===== config.mk =====
export PLATFORM = sky130hd
export DESIGN_NAME = free_list
export DESIGN_NICKNAME = d
export VERILOG_FILES = /design/src/rtl/free_list.sv
export SDC_FILE = /design/constraint.sdc
export NUM_CORES = 1
export LEC_CHECK = 0
export CORE_UTILIZATION = 35
export DETAILED_ROUTE_END_ITERATION = 12
export DONT_BUFFER_PORTS = 1
export SLEW_MARGIN = 30
export SYNTH_ARGS = -nofsm -noshare
export SYNTH_HDL_FRONTEND = slang
export SYNTH_SLANG_ARGS = --single-unit

===== constraint.sdc =====
create_clock -name clock -period 8.8 [get_ports clock]
set_input_delay 0.88 -clock clock [delete_from_list [all_inputs] [get_ports clock]]
set_output_delay 0.88 -clock clock [all_outputs]
set_load 0.05 [all_outputs]

===== src/rtl/free_list.sv =====
// Free physical-register queue for the rename stage: hands out new PR tags at
// dispatch, takes back T_old at retire and rewinds its head on branch rollback.
module free_list #(
    parameter int NUM_PR   = 64,
    parameter int NUM_ARCH = 32,
    parameter int NUM_ROB  = 32,
    parameter int FL_DEPTH = NUM_PR - NUM_ARCH,
    localparam int PRW     = $clog2(NUM_PR),
    localparam int ROBW    = $clog2(NUM_ROB),
    localparam int PTRW    = $clog2(FL_DEPTH),
    localparam int CNTW    = PTRW + 1
) (
    input  logic            clock,
    input  logic            reset,
    input  logic            en,
    input  logic            dispatch_en,
    input  logic            dest_valid,
    input  logic [ROBW-1:0] rob_tail_idx,
    input  logic            retire_en,
    input  logic            retire_dest_valid,
    input  logic [PRW-1:0]  T_old_idx_head,
    input  logic            rollback_en,
    input  logic [ROBW-1:0] ROB_rollback_idx,
    output logic            free_valid,
    output logic [PRW-1:0]  T_idx,
    output logic [CNTW-1:0] free_count
);

    localparam logic [CNTW:0] FULL_EXT = (CNTW+1)'(FL_DEPTH);

    logic [PRW-1:0]  r_buf  [FL_DEPTH];
    logic [PTRW-1:0] r_snap [NUM_ROB];
    logic [PTRW-1:0] r_head;
    logic [PTRW-1:0] r_tail;
    logic [CNTW-1:0] r_count;

    logic            w_pop;
    logic            w_push_req;
    logic            w_push;
    logic            w_rb;
    logic            w_snap_we;
    logic [PTRW-1:0] w_head_pop;
    logic [PTRW-1:0] w_rb_head;
    logic [PTRW-1:0] w_reclaimed;
    logic [CNTW:0]   w_base;
    logic [CNTW:0]   w_count_ext;
    logic [CNTW-1:0] w_count_next;

    assign w_pop       = en & dispatch_en & dest_valid & free_valid & ~rollback_en;
    assign w_push_req  = en & retire_en & retire_dest_valid;
    assign w_rb        = en & rollback_en;
    assign w_snap_we   = en & dispatch_en & ~rollback_en;
    assign w_head_pop  = r_head + PTRW'(w_pop);
    assign w_rb_head   = r_snap[ROB_rollback_idx];
    // Pointers are FL_DEPTH-wide power-of-two counters, so wrap is implicit.
    assign w_reclaimed = r_head - w_rb_head;

    // Occupancy before the push is considered; a push only lands if there is room.
    always_comb begin
        w_base       = {(CNTW+1){1'b0}};
        w_push       = 1'b0;
        w_count_ext  = {(CNTW+1){1'b0}};
        w_count_next = r_count;
        if (w_rb) begin
            w_base = {1'b0, r_count} + (CNTW+1)'(w_reclaimed);
        end else begin
            w_base = {1'b0, r_count} - (CNTW+1)'(w_pop);
        end
        w_push      = w_push_req & (w_base < FULL_EXT);
        w_count_ext = w_base + (CNTW+1)'(w_push);
        if (w_count_ext > FULL_EXT) begin
            w_count_next = CNTW'(FL_DEPTH);
        end else begin
            w_count_next = w_count_ext[CNTW-1:0];
        end
    end

    // Queue storage, pointers and occupancy.
    always_ff @(posedge clock) begin
        if (reset) begin
            for (int i = 0; i < FL_DEPTH; i++) begin
                r_buf[i] <= PRW'(NUM_ARCH + i);
            end
            r_head  <= {PTRW{1'b0}};
            r_tail  <= {PTRW{1'b0}};
            r_count <= CNTW'(FL_DEPTH);
        end else begin
            if (w_push) begin
                r_buf[r_tail] <= T_old_idx_head;
                r_tail        <= r_tail + {{(PTRW-1){1'b0}}, 1'b1};
            end else begin
                r_tail <= r_tail;
            end
            if (w_rb) begin
                r_head <= w_rb_head;
            end else begin
                r_head <= w_head_pop;
            end
            if (en) begin
                r_count <= w_count_next;
            end else begin
                r_count <= r_count;
            end
        end
    end

    // Per-ROB-entry head snapshot, taken after this cycle's pop.
    always_ff @(posedge clock) begin
        if (reset) begin
            for (int j = 0; j < NUM_ROB; j++) begin
                r_snap[j] <= {PTRW{1'b0}};
            end
        end else if (w_snap_we) begin
            r_snap[rob_tail_idx] <= w_head_pop;
        end else begin
            r_snap[rob_tail_idx] <= r_snap[rob_tail_idx];
        end
    end

    assign free_valid = (r_count != {CNTW{1'b0}});
    assign T_idx      = r_buf[r_head];
    assign free_count = r_count;

    free_list_chk #(
        .CNTW     (CNTW),
        .FL_DEPTH (FL_DEPTH)
    ) u_chk (
        .clock    (clock),
        .reset    (reset),
        .push_req (w_push_req),
        .pop      (w_pop),
        .rollback (w_rb),
        .count    (r_count)
    );

endmodule

// Flags a retire push into a full queue with no pop to make room.
module free_list_chk #(
    parameter int CNTW     = 6,
    parameter int FL_DEPTH = 32
) (
    input logic            clock,
    input logic            reset,
    input logic            push_req,
    input logic            pop,
    input logic            rollback,
    input logic [CNTW-1:0] count
);

    // Push-without-pop while full is an upstream protocol error.
    always_ff @(posedge clock) begin
        if (!reset) begin
            assert (!(push_req && !pop && !rollback && (count == CNTW'(FL_DEPTH))))
                else $error("free_list: push while full");
        end else begin
        end
    end

endmodule


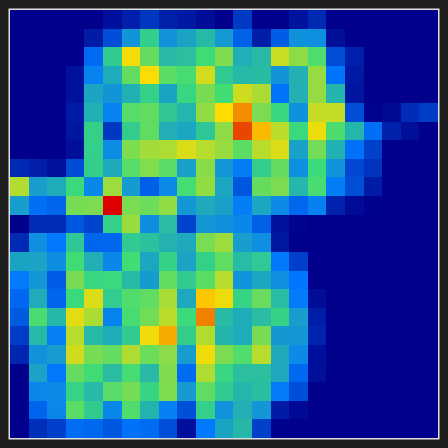
Figure 1: run 1, routed metal per tile.
23 x 23 tiles, from dark blue (low) to red (high), scaled to the fullest tile. Values are wire area over tile area, all layers added.
mean over tiles: 0.13
fullest tile: 0.47
emptiest ninth of the die: lower right
tiles over half the peak: 21%
nearly empty tiles: 30%

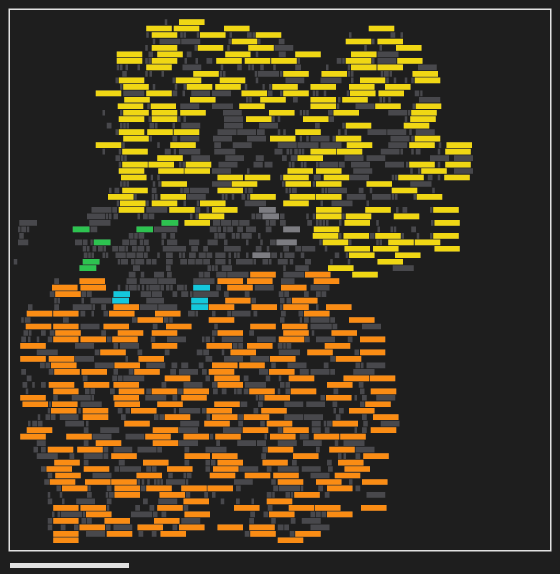
Figure 2: run 1, register map, names as in the netlist.
Scale bar: 50 um. Other sequential cells in the stronger grey, the rest of the logic in the fainter grey.
[r_buf] orange | sequential cells: 192
[free_count] green | sequential cells: 6 | where: middle left
[r_tail] cyan | sequential cells: 5
[r_snap] yellow | sequential cells: 160
not coloured: 5

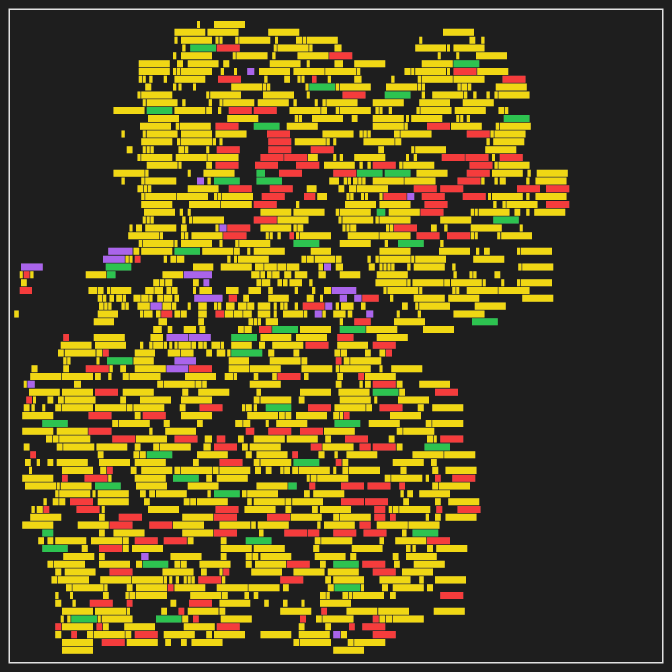
Figure 3: run 1, sizing map.
[x2] red | cells: 162 | share: 13% | most used: mux4_2
[x3 and x4] purple | cells: 25 | share: 2.0% | most used: buf_4
[x6 and larger] green | cells: 45 | share: 3.7% | most used: clkbuf_16
[x1 and smaller] yellow | cells: 993 | share: 81% | most used: edfxtp_1

==> reports/metrics.cfg, run 1 <==
[clock_network]
clkLatencyLatePin_ps=550
cts_buffer_depth=3
hold_buffers=0
path_clk_slew_ps=60
post_cts_buffers=0
cts_tree=yes

[global_route]
first_global_vias=10100
globalRouteMet2Util_pct=26.4
antenna_found_initial=0
top_usage_layer=met2
grt_max_degree=85

[timing]
timing.fmax_mhz=162
final.min_clock_period_ps=6190
maxSlewHeadroom_pct=32.1
finalCritPeriodShare_pct=70.3

[critical_path]
rr_endpoint=free_count[4]
critical_path.top_delay_family=multiplexers
path_cells=mux4_2, mux4_2, mux2i_1, ha_1, a21o_1, a21oi_1, xor2_1, o21ai_0, ha_1, o21ai_0, o21bai_1, a21oi_2, xnor2_1, nor3_1, ha_1, ha_1, xor2_1, or4_1, or3_1, a21oi_1, o2111ai_1, a21oi_1
max_stage_delay_ps=530
ff2ff_setup_slack_ps=2610
crit_slowest_cell=mux4_2
r2r_cells=22

[floorplanning]
die_h_um=227
die_x_um=227
row_count=81

[synthesis]
topCellsByArea=edfxtp_1 (60%), mux4_2 (14%), nor2_1 (4.5%)
synth_top_area_share_pct=59.8
adder_share_pct=1.50
netlist_area_sq_um=17700
synth_warnings=0
syn-num-nets=1288
ys_top_logic_family=simple AND/OR/NAND/NOR gates

[route]
routed_wl_um=41400
drcViolationCount=0
wl_met1_um=18200
drt_iter0_drc=942
routed.top_layer=met4
avgRoutedWirePerCell_um=21.9

[power_and_ir_drop]
ir_worst_vdd_uv=125
p_sw_uw=901
p_int_uw=2930

[layout]
fin_nets=1240
fillCellCount=4505
layout_top_cell=edfxtp_1

[placement]
hpwl_um=26200

[status]
status=complete, no violations

## run 1: through the flow
step           total power, uW  cells  setup WS (ps)  hold slack [ps]
6_report                  3830   1889           2610              417
4_1_cts                   3860   1888           2660              396
2_1_floorplan             2270   1244           2260              533
3_3_place_gp              2330   1818           2250              578
3_5_place_dp              2340   1818           2200              568
5_1_grt                   3930   1889           2210              395
## run 1: area by class of cell
cell class | count | area, sq um | share of cell area, %
multi-input combinational | 763 | 6320 | 32.7
tap | 664 | 831 | 4.30
inverter | 14 | 55.1 | 0.285
clock inverter | 24 | 158 | 0.815
timing repair buffer | 10 | 75.1 | 0.388
clock buffer | 46 | 1000 | 5.18
sequential | 368 | 10900 | 56.3
## run 1: flip-flops by register name, indices dropped and copies added, names as in the netlist
register    cells
r_snap        160
r_buf         192
r_head          5
r_tail          5
free_count      6
## run 1: Yosys cell counts (3+ instances only)
cell type,number
edfxtp_1,352
nor2_1,211
mux4_2,110
or3_1,99
clkbuf_1,72
and2_1,66
nand2_1,62
nand2b_1,34
or2_2,30
ha_1,18
nor3_1,18
dfxtp_1,16
inv_1,13
xnor2_1,13
buf_2,10
buf_6,9
mux2_2,8
nand3_1,8
a21oi_1,7
o21ai_0,7
xor2_1,7
buf_1,6
mux2i_1,5
nand4_4,5
a211oi_1,4
a21o_1,4
nor4_1,4
nand3b_1,3
nand4_1,3
nor2b_1,3
nor3b_1,3
o21bai_1,3
## run 1: power groups by stage
stage	clock network (uW)	registers, uW	logic [uW]
3_3_place_gp	0	2030	307
4_1_cts	1560	1990	312
6_report	1530	1990	310
3_5_place_dp	0	2030	311
2_1_floorplan	0	2010	261
5_1_grt	1610	1990	331
==> inputs of run 2 (changes only) <==
clock period = 6.3 ns   (was 8.8 ns; I/O delays follow)
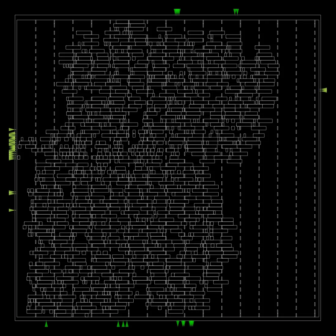
Figure 4: run 2, cell outlines without signal wires.
final std cells w/o fill: 1907
Site Rows: 81

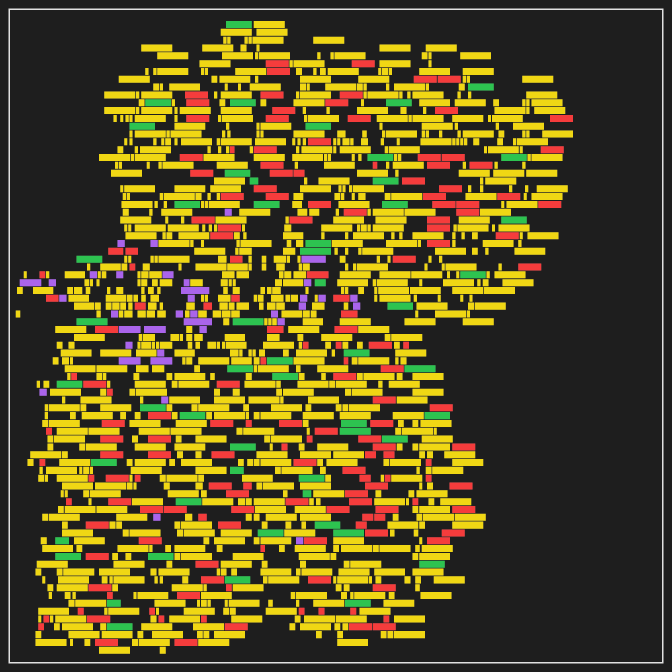
Figure 5: run 2, sizing map.
[x3 and x4] purple | cells: 36 | share: 2.9% | most used: buf_4
[x1 and smaller] yellow | cells: 988 | share: 79% | most used: edfxtp_1
[x2] red | cells: 166 | share: 13% | most used: mux4_2
[x6 and larger] green | cells: 53 | share: 4.3% | most used: clkbuf_16

==> reports/metrics.cfg, run 2 <==
[synthesis]
ys_top_logic_family=simple AND/OR/NAND/NOR gates
synth_warnings=0
top_cell=edfxtp_1
topCellsByArea=edfxtp_1 (60%), mux4_2 (14%), nor2_1 (4.5%)
syn-num-nets=1288
adder_share_pct=1.50
mux_share_pct=14.8
ys_cells=1244
netlist_area_sq_um=17700
ys_top_cells_by_count=edfxtp_1 (352), nor2_1 (211), mux4_2 (110), or3_1 (99), clkbuf_1 (72)
synth_top_area_share_pct=59.8

[placement]
placed_cell_area_sq_um=18300
hpwl_um=26000

[layout]
largest_reg_flops=192
fin_nets=1257
comb_area_sq_um=6300
layout_top_cell=edfxtp_1
seq_area_sq_um=10900
fillCellCount=4587
max_flop_register=r_buf

[timing]
final.min_clock_period_ps=5840
timing.fmax_mhz=171
final.setup.worst_slack_ps=455
maxSlewHeadroom_pct=45.0
finalCritPeriodShare_pct=92.8

[critical_path]
rr_endpoint=free_count[4]
crit_slowest_cell=mux4_2
ff2ff_setup_slack_ps=460
r2r_cells=24
critical_path.top_delay_family=multiplexers
path_cells=mux4_2, mux4_2, mux2_2, ha_1, inv_1, fa_1, a21o_1, a21oi_1, xnor2_1, xnor2_1, o21ai_1, ha_1, o221ai_1, a21oi_2, xnor2_1, nor3_1, ha_1, ha_1, xor2_1, or4_1, or3_1, a21oi_1, o2111ai_1, a21oi_1
max_stage_delay_ps=520

[floorplanning]
die_x_um=227
coreArea_sq_um=49400
die_h_um=227
dieArea_sq_um=51400

[clock_network]
cts_tree=yes
path_clk_slew_ps=60
cts_buffer_depth=3
hold_buffers=0
clkLatencyLatePin_ps=540
post_cts_buffers=0

[status]
status=complete, no violations

[power_and_ir_drop]
ir_worst_vdd_uv=157

[route]
viasPerCell=5.27
drcViolationCount=0
drt_iter0_drc=772
ant_nets=0
routed_wl_um=40500
avgRoutedWirePerCell_um=21.2

[global_route]
antenna_found_initial=0
grt_max_degree=85
first_global_vias=10200

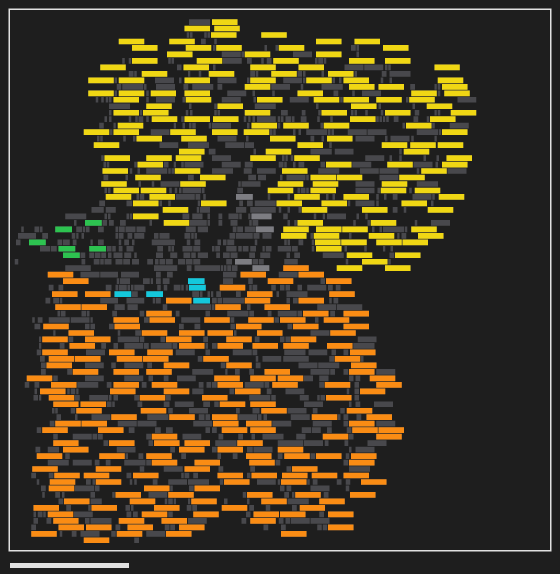
Figure 6: run 2, register map, names as in the netlist.
Scale bar: 50 um. Other sequential cells in the stronger grey, the rest of the logic in the fainter grey.
[free_count] green | sequential cells: 6 | where: middle left
[r_tail] cyan | sequential cells: 5
[r_buf] orange | sequential cells: 192
[r_snap] yellow | sequential cells: 160

==> run 2: cell counts after synthesis <==
Identical to the previous run, type by type.
==> run 2: final cells by class <==
class / instances / share of cell area [%]
Sequential cell: 368 / 55.5
Multi-Input combinational cell: 763 / 32.1
Clock buffer: 51 / 5.57
Clock inverter: 21 / 1.30
Inverter: 14 / 0.280
Tap cell: 664 / 4.23
Timing Repair Buffer: 26 / 1.01
==> run 2: report_power, final <==
| part | switching, uW | total, uW | internal [uW] | leakage (uW) |
|---|---|---|---|---|
| registers | 25.5 | 2760 | 2730 | 0.00336 |
| clock network | 953 | 2420 | 1470 | 0.000657 |
| logic | 274 | 457 | 183 | 0.00193 |
| total | 1250 | 5640 | 4390 | 0.00594 |
==> run 2: worst register-to-register path, delay by kind of cell, from the launching register on <==
family | cells | cell delay [ps]
AND-OR/OR-AND | 8 | 1150
XOR/XNOR | 4 | 700
adder cells (fa/ha/maj) | 5 | 1210
buffers and inverters | 1 | 90
flip-flops | 1 | 410
multiplexers | 3 | 1320
AND/OR/NAND/NOR | 3 | 880
==> run 2: worst min-delay path by stage <==
stage | slack [ps] | endpoint
floorplan | 530 | r_tail[1]
global placement | 570 | r_tail[1]
detailed placement | 560 | r_tail[1]
CTS | 150 | r_tail[1]
global route | 150 | r_tail[1]
finish | 170 | r_tail[1]
==> run 2: through the flow <==
stage,hold slack [ps],instances,power [uW]
6_report,169,1907,5640
5_1_grt,149,1907,5800
4_1_cts,148,1906,5680
3_5_place_dp,563,1834,3270
3_3_place_gp,566,1834,3260
2_1_floorplan,533,1244,3170
==> run 2: metal layers <==
layer | routed length (um) | track usage, %
met1 | 18300 | 23.4
met2 | 19000 | 25.3
met3 | 2320 | 2.75
met4 | 849 | 4.38
met5 | 0 | 0
==> inputs of run 3 (changes only) <==
PLACE_DENSITY_LB_ADDON = 0.25   (was not set)
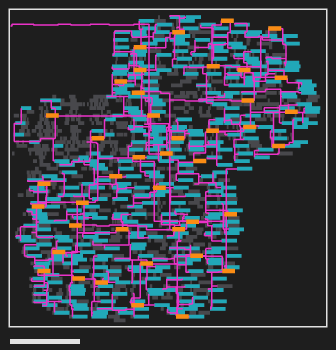
Figure 7: run 3, clock distribution.
Scale bar: 50 um.
[clock wires] magenta | length: 4880 um
[flip-flops] cyan | count: 368
[clock-net drivers] orange | count: 41
routed clock nets: 42

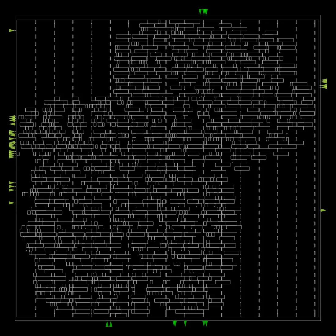
Figure 8: run 3, cell outlines without signal wires.
total core area: 49400 sq um
final std cells w/o fill: 1916
fillers: 4588

==> reports/metrics.cfg, run 3 <==
[synthesis]
ys_cells=1244
synthFlopType=edfxtp_1
synth_warnings=0
topCellsByArea=edfxtp_1 (60%), mux4_2 (14%), nor2_1 (4.5%)
mux_share_pct=14.8
synth_top_area_share_pct=59.8
netlist.top_cell.by_area=edfxtp_1
top_cell=edfxtp_1
ys_top_cells_by_count=edfxtp_1 (352), nor2_1 (211), mux4_2 (110), or3_1 (99), clkbuf_1 (72)
ys_top_logic_family=simple AND/OR/NAND/NOR gates
syn_area_per_cell_sq_um=14.2
adder_share_pct=1.50
netlist_area_sq_um=17700
synth-simple-area-share_pct=16.5
syn-num-nets=1288

[critical_path]
crit_slowest_cell=mux4_2
required_ps=6770
critPathBufInv=0
critical_path.top_delay_family=multiplexers
max_stage_delay_ps=530
path_cells=mux4_2, mux4_2, mux2i_1, ha_1, a21o_1, a21oi_1, xnor2_1, xnor2_1, o21ai_1, ha_1, o221ai_1, a21oi_2, xnor2_1, nor3_1, ha_1, ha_1, or4_1, or3_1, a21oi_1, o2111ai_1, a21oi_1
arrival_ps=6330
worstSetupStartpointType=flip-flop

[min_path]
hold_path.class=input port to flip-flop

[clock_network]
path_clk_slew_ps=60
hold_buffers=0
post_cts_buffers=0
cts_tree=yes
cts_buffers=41
cts-root-buf=clkbuf_16
cts_buffer_depth=3
clkLatencyLatePin_ps=550

[layout]
max_flop_register=r_buf
layout-drive-gt1-share_pct=20.8
finish.instance_area_sq_um=19700
fin_nets=1264
layout_top_cell=edfxtp_1
diodes=0
largest_reg_flops=192

[timing]
maxSlewHeadroom_pct=40.3
finalCritPeriodShare_pct=93.0
finalSetupViolations=0
timing.fmax_mhz=171
final.min_clock_period_ps=5860
worst_pin_slew_ps=891
fin_tns_setup_ps=0

[status]
status=complete, no violations

[global_route]
antenna_found_initial=0
grt_max_degree=85
first_global_vias=10300

[power_and_ir_drop]
ir_worst_vdd_uv=156
power_leakage_uw=0.00597

[route]
wl_met2_um=20400
ant_nets=0
drt_iter0_drc=802
drcViolationCount=0
avgRoutedWirePerCell_um=21.9
routed.top_layer=met4
viasPerCell=5.22
wl_met1_um=18700
routed_wl_um=41900
dr.pass1.iters=5
wl_met3_um=2180

[placement]
placed_cell_area_sq_um=18300
hpwl_um=26500
port_buffers=0
pre_cts_ws_ps=87.2

[floorplanning]
row_count=81
die_h_um=227
dieArea_sq_um=51400
fp_util_pct=35.8
die_x_um=227
pin_count=37

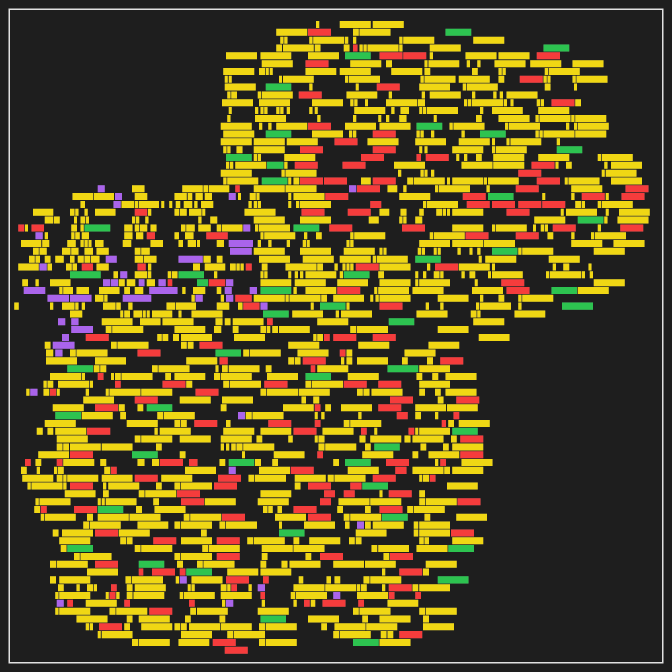
Figure 9: run 3, sizing map.
area delta synth->final: 11.3%
final worst slack: 440 ps

==> run 3: cell types whose count changed in the layout (fill, tap and decap cells not counted), sizes merged <==
cell	change
bufinv	-1
clkbuf	+2
inv	-2
clkinvlp	-1
clkinv	+5
buf	+6
==> run 3: worst paths after layout <==
| kind | from | end | slack [ps] | cells after the start |
|---|---|---|---|---|
| hold / removal | reset | free_count[4] | 160 | 1 |
| setup / recovery | r_snap[10][2] | free_count[4] | 440 | 21 |
| setup reg to reg | r_snap[10][2] | free_count[4] | 440 | 21 |
| hold reg to reg | r_tail[1] | r_tail[1] | 580 | 2 |
==> run 3: power by group <==
| group | switching, uW | total (uW) | leakage (uW) | internal [uW] |
|---|---|---|---|---|
| Combinational | 276 | 462 | 0.00196 | 185 |
| Sequential | 26.4 | 2760 | 0.00336 | 2730 |
| Clock | 967 | 2400 | 0.000652 | 1430 |
==> run 3: stage by stage <==
step | instances | hold slack (ps) | total power (uW)
6_report | 1916 | 158 | 5610
5_1_grt | 1916 | 128 | 5800
4_1_cts | 1915 | 133 | 5670
3_5_place_dp | 1840 | 565 | 3280
3_3_place_gp | 1840 | 576 | 3270
2_1_floorplan | 1244 | 533 | 3170
==> run 3: metal layers <==
metal  GRT usage [%]  up-vias
met4            3.62        0
met1            23.6     5134
met2            27.7      243
met5               0        -
li1                -     4586
met3            3.30       44
==> run 3: cell families after synthesis <==
family	Yosys count
buffers and inverters	113
adder cells (fa/ha/maj)	20
AND/OR/NAND/NOR	563
multiplexers	123
XOR/XNOR	22
AND-OR/OR-AND	35
flip-flops	368
==> run 3: area by class of cell <==
class	instances	area, sq um
timing repair buffer	32	244
inverter	14	55.1
clock buffer	53	1090
sequential	368	10900
fill	4588	29700
clock inverter	22	236
multi-input combinational	763	6320
tap	664	831
Power and IR drop assume default switching activity.
